$ cat src/rtl/multimode_reg.sv
// multimode_reg: WIDTH-bit register with per-cycle load, masked toggle, shift-left and up-count modes.
module multimode_reg #(
  parameter int WIDTH = 4,
  parameter logic [WIDTH-1:0] RESET_VAL = '0
) (
  input  logic             clk,
  input  logic             reset,
  input  logic             en,
  input  logic [1:0]       mode,
  input  logic [WIDTH-1:0] d,
  input  logic             sin,
  output logic [WIDTH-1:0] q,
  output logic             sout,
  output logic             wrap,
  output logic             changed
);
  localparam logic [WIDTH-1:0] one = WIDTH'(1);
  logic [WIDTH-1:0] nxt;
  always_comb begin
    nxt = mode == 2'b00 ? d :
          mode == 2'b01 ? q ^ d :
          mode == 2'b10 ? {q[WIDTH-2:0], sin} : q + one;
  end
  always_ff @(posedge clk) begin
    if (reset) begin
      q       <= RESET_VAL;
      sout    <= 1'b0;
      wrap    <= 1'b0;
      changed <= 1'b0;
    end else begin
      wrap    <= en && mode == 2'b11 && &q;
      changed <= en && nxt != q;
      if (en) q <= nxt;
      if (en && mode == 2'b10) sout <= q[WIDTH-1];
    end
  end
endmodule
$ cat config.mk
export PLATFORM = sky130hd
export DESIGN_NAME = multimode_reg
export DESIGN_NICKNAME = d
export VERILOG_FILES = /design/src/rtl/multimode_reg.sv
export SDC_FILE = /design/constraint.sdc
export NUM_CORES = 1
export LEC_CHECK = 0
export ABC_AREA = 0
export CORE_AREA = 2 2 39 41
export DETAILED_ROUTE_END_ITERATION = 12
export DIE_AREA = 0 0 41 43
export MAX_ROUTING_LAYER = met4
export PLACE_DENSITY = 0.76
export SKIP_CTS_REPAIR_TIMING = 1
export SLEW_MARGIN = 10
export SYNTH_ARGS = -nofsm -noshare
export SYNTH_HDL_FRONTEND = slang
export SYNTH_SLANG_ARGS = --single-unit
$ cat constraint.sdc
create_clock -name clk -period 2.32 [get_ports clk]
set_input_delay 0.464 -clock clk [delete_from_list [all_inputs] [get_ports clk]]
set_output_delay 0.464 -clock clk [all_outputs]
set_load 0.005 [all_outputs]
placement.png
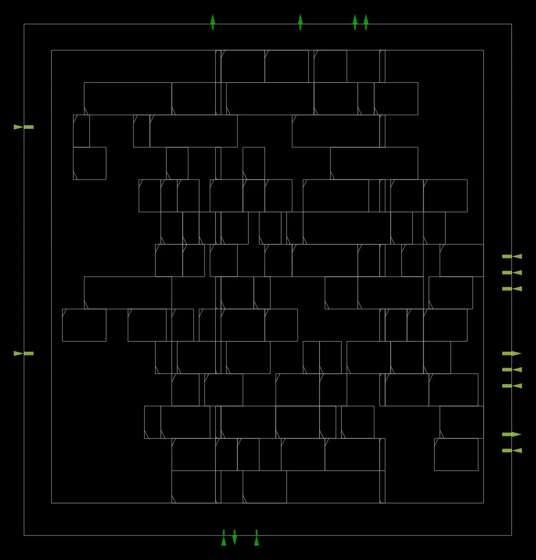
area of the core: 1380 um2
registers: 7
fraction of standard cell area that is sequential: 18.6%

io_fan.png
Scale: 12 px per um.
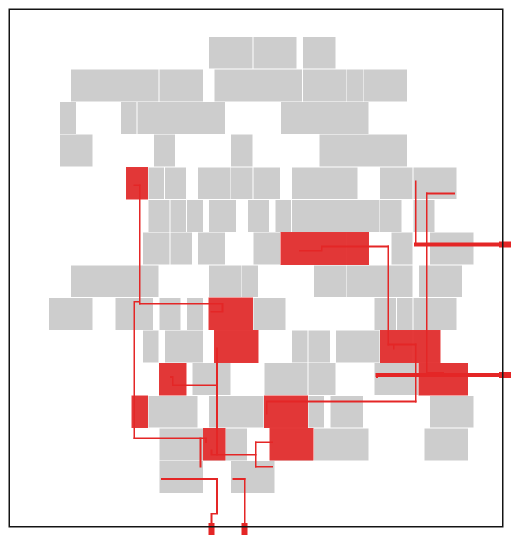
[`d`] red | bits: 4 | direction: input | end cells: 13 | buffers: 4 | wire: 152 um

metal_density.png
Scale: 8 px per um. 8 x 9 tiles, from dark blue (low) to red (high), scaled to the fullest tile. Values are wire area over tile area, all layers added.
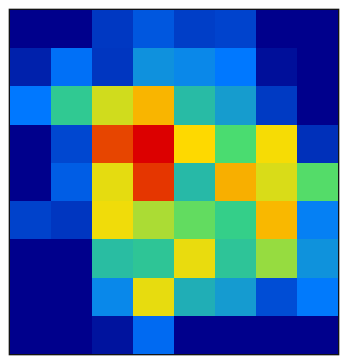
fullest tile: 0.41
emptiest ninth of the die: lower left
nearly empty tiles: 25%
tiles over half the peak: 26%
densest ninth of the die: center
routed wire length: 1380 um
average wire per standard cell: 13.4 um

wires.png
Scale: 8 px per um. Only two layers are drawn.
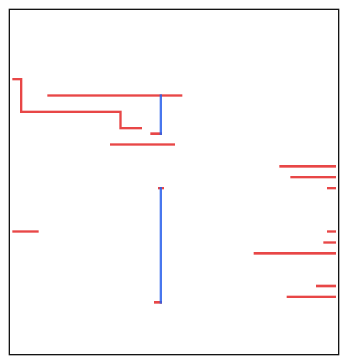
[metal 4] blue | wire length: 19.0 um
[metal 3] red | wire length: 84.6 um

==> flow_summary.html <==
<h3>Run summary</h3>
<table>
<tr><th>Metric</th><th>Value</th></tr>
<tr><th colspan="2">Setup path</th></tr>
<tr><td>Cell type group with the largest total delay on the critical path</td><td>buffers and inverters</td></tr>
<tr><td>Cells traversed along the worst timing path</td><td>clkdlybuf4s50_1, buf_4, mux2i_1, xnor2_1, a21o_1, a31oi_1</td></tr>
<tr><td>Crit path kind</td><td>primary input to flop</td></tr>
<tr><td>CP Data Arrival Time</td><td>1950 ps</td></tr>
<tr><td>Worst setup endpoint</td><td>changed$_SDFF_PP0_</td></tr>
<tr><td>Critical Path Stages</td><td>6</td></tr>
<tr><td>Worst R2R Start</td><td>q[0]$_SDFFE_PP0P_</td></tr>
<tr><td>Cell with the biggest individual delay on the critical path</td><td>clkdlybuf4s50_1</td></tr>
<tr><td>Startpoint of the most critical setup path</td><td>mode[1]</td></tr>
<tr><th colspan="2">Cells and area</th></tr>
<tr><td>Largest reg by FF count</td><td>q</td></tr>
<tr><td>Leading cell category by total area</td><td>logic gates</td></tr>
<tr><td>Share of post-route cells with drive strength above 1</td><td>11.5%</td></tr>
<tr><td>Multi-input gates</td><td>54</td></tr>
<tr><td>Layout area overhead</td><td>31.1%</td></tr>
<tr><td>Final core utilization</td><td>54.5%</td></tr>
<tr><td>Clock-cell share</td><td>3.48%</td></tr>
<tr><td>Layout inverter count without the clock tree</td><td>5</td></tr>
<tr><td>Total of plain and repair buffers excluding clock buffers</td><td>17</td></tr>
<tr><td>Clock Buffer Count</td><td>4</td></tr>
<tr><td>Area of all placed cells without fillers</td><td>754 um2</td></tr>
<tr><td>Count of nets after finishing</td><td>99</td></tr>
<tr><td>Multi-input gate share of total cell area</td><td>50.6%</td></tr>
<tr><td>Final Instance Count excl. Fillers</td><td>103</td></tr>
<tr><td>Combined area of the multi-input logic cells</td><td>382 um2</td></tr>
<tr><th colspan="2">Power and ir drop</th></tr>
<tr><td>Net load switching power</td><td>0.000106 W</td></tr>
<tr><td>Combinational Power Share</td><td>30.7%</td></tr>
<tr><td>Sum of internal, switching and leakage power</td><td>0.000360 W</td></tr>
<tr><td>Switching share of power</td><td>29.3%</td></tr>
<tr><td>Pwr Density</td><td>478 nW/um2</td></tr>
<tr><td>Register share of total power</td><td>39.0%</td></tr>
<tr><td>Group drawing the most power</td><td>sequential cells</td></tr>
<tr><td>LEAKAGE</td><td>0.287 nW</td></tr>
<tr><td>Relative contribution of the clock network to total power</td><td>30.4%</td></tr>
<tr><th colspan="2">Clock network</th></tr>
<tr><td>Clock tree from TritonCTS</td><td>built</td></tr>
<tr><td>CTS Sinks</td><td>7</td></tr>
<tr><td>Clock-pin transition on the worst setup and hold timing paths</td><td>50 ps</td></tr>
<tr><td>Number of buffers inserted during clock tree synthesis</td><td>3</td></tr>
<tr><th colspan="2">Floorplanning</th></tr>
<tr><td>Die Height</td><td>43 um</td></tr>
<tr><td>Initial Utilization</td><td>41.6%</td></tr>
<tr><td>Die Width</td><td>41 um</td></tr>
<tr><td>Number of ports placed on the die boundary</td><td>17</td></tr>
<tr><th colspan="2">GRT</th></tr>
<tr><td>Global Route met3 Usage</td><td>7.85%</td></tr>
<tr><td>GR peak layer</td><td>met2</td></tr>
<tr><td>Largest net degree at the start of global routing</td><td>17</td></tr>
<tr><td>Tot GR Track Use</td><td>19.0%</td></tr>
<tr><td>Global route overflow</td><td>0</td></tr>
<tr><td>Global routing usage on met2</td><td>30.0%</td></tr>
<tr><td>Global-route wire length before repair</td><td>2200 um</td></tr>
<tr><td>Via count of the first global-routing pass</td><td>512</td></tr>
<tr><th colspan="2">Placed design</th></tr>
<tr><td>Post-place instance area</td><td>728 um2</td></tr>
<tr><td>Total of buffers placed on input and output ports</td><td>16</td></tr>
<tr><td>HPWL after DPL</td><td>1030 um</td></tr>
<tr><td>Pre-CTS setup slack</td><td>242 ps</td></tr>
<tr><th colspan="2">Routing</th></tr>
<tr><td>1st-iter DRT viols</td><td>10</td></tr>
<tr><td>Via density</td><td>5.49</td></tr>
<tr><td>Antenna violation net count after detailed routing</td><td>0</td></tr>
<tr><td>Number of optimization iterations in the first detailed-route pass</td><td>4</td></tr>
<tr><td>DR WL met3</td><td>84 um</td></tr>
<tr><td>Total number of vias</td><td>565</td></tr>
<tr><th colspan="2">Synthesis</th></tr>
<tr><td>Seq/Total Area, Yosys</td><td>24.3%</td></tr>
<tr><td>Parity-gate share of the synthesized area counting xor and xnor cells</td><td>3.04%</td></tr>
<tr><td>Largest logic family</td><td>AND-OR/OR-AND gates</td></tr>
<tr><td>Distinct cells, synth</td><td>33</td></tr>
<tr><td>Post-synth top flop</td><td>dfxtp_1</td></tr>
<tr><td>Flip-flop and latch count after synthesis</td><td>7</td></tr>
<tr><td>Top area cell types</td><td>dfxtp_1, mux2i_1, a21oi_1</td></tr>
<tr><td>Synth Area per Inst</td><td>8.11 um2</td></tr>
<tr><td>And+or+nand+nor area frac</td><td>17.4%</td></tr>
<tr><td>Chip area from the yosys synthesis statistics</td><td>576 um2</td></tr>
<tr><td>FFs w/ async S/R, synth</td><td>0%</td></tr>
<tr><td>Fraction of post-synthesis cell area in the top cell type by area</td><td>24.3%</td></tr>
<tr><td>Yosys cell count</td><td>71</td></tr>
<tr><td>Top cell type by total area after synthesis</td><td>dfxtp_1</td></tr>
<tr><td>Area fraction in full adders, half adders and majority gates</td><td>2.17%</td></tr>
<tr><th colspan="2">Min path</th></tr>
<tr><td>Hold Path Sink</td><td>sout$_SDFFE_PP0P_</td></tr>
<tr><td>Type of the tightest min-delay check</td><td>flop to flop</td></tr>
<tr><td>Cells on Worst Hold Path</td><td>2</td></tr>
<tr><td>Critical hold path startpoint</td><td>sout$_SDFFE_PP0P_</td></tr>
<tr><th colspan="2">Timing</th></tr>
<tr><td>Worst hold slack across all endpoints</td><td>516 ps</td></tr>
<tr><td>Portion of the clock cycle consumed by the worst path in the final layout</td><td>78.4%</td></tr>
<tr><td>Final setup TNS</td><td>0 ps</td></tr>
<tr><td>Setup slack of the critical path after layout</td><td>501 ps</td></tr>
<tr><td>Clock period minus worst slack</td><td>1820 ps</td></tr>
<tr><td>Achievable frequency</td><td>0.550 GHz</td></tr>
<tr><td>Setup Viol. Count Final</td><td>0</td></tr>
<tr><td>Unrepaired setup endpoints after global routing</td><td>no</td></tr>
<tr><th colspan="2">Run status</th></tr>
<tr><td>Status</td><td>completed</td></tr>
</table>
Power and IR drop assume default switching activity.
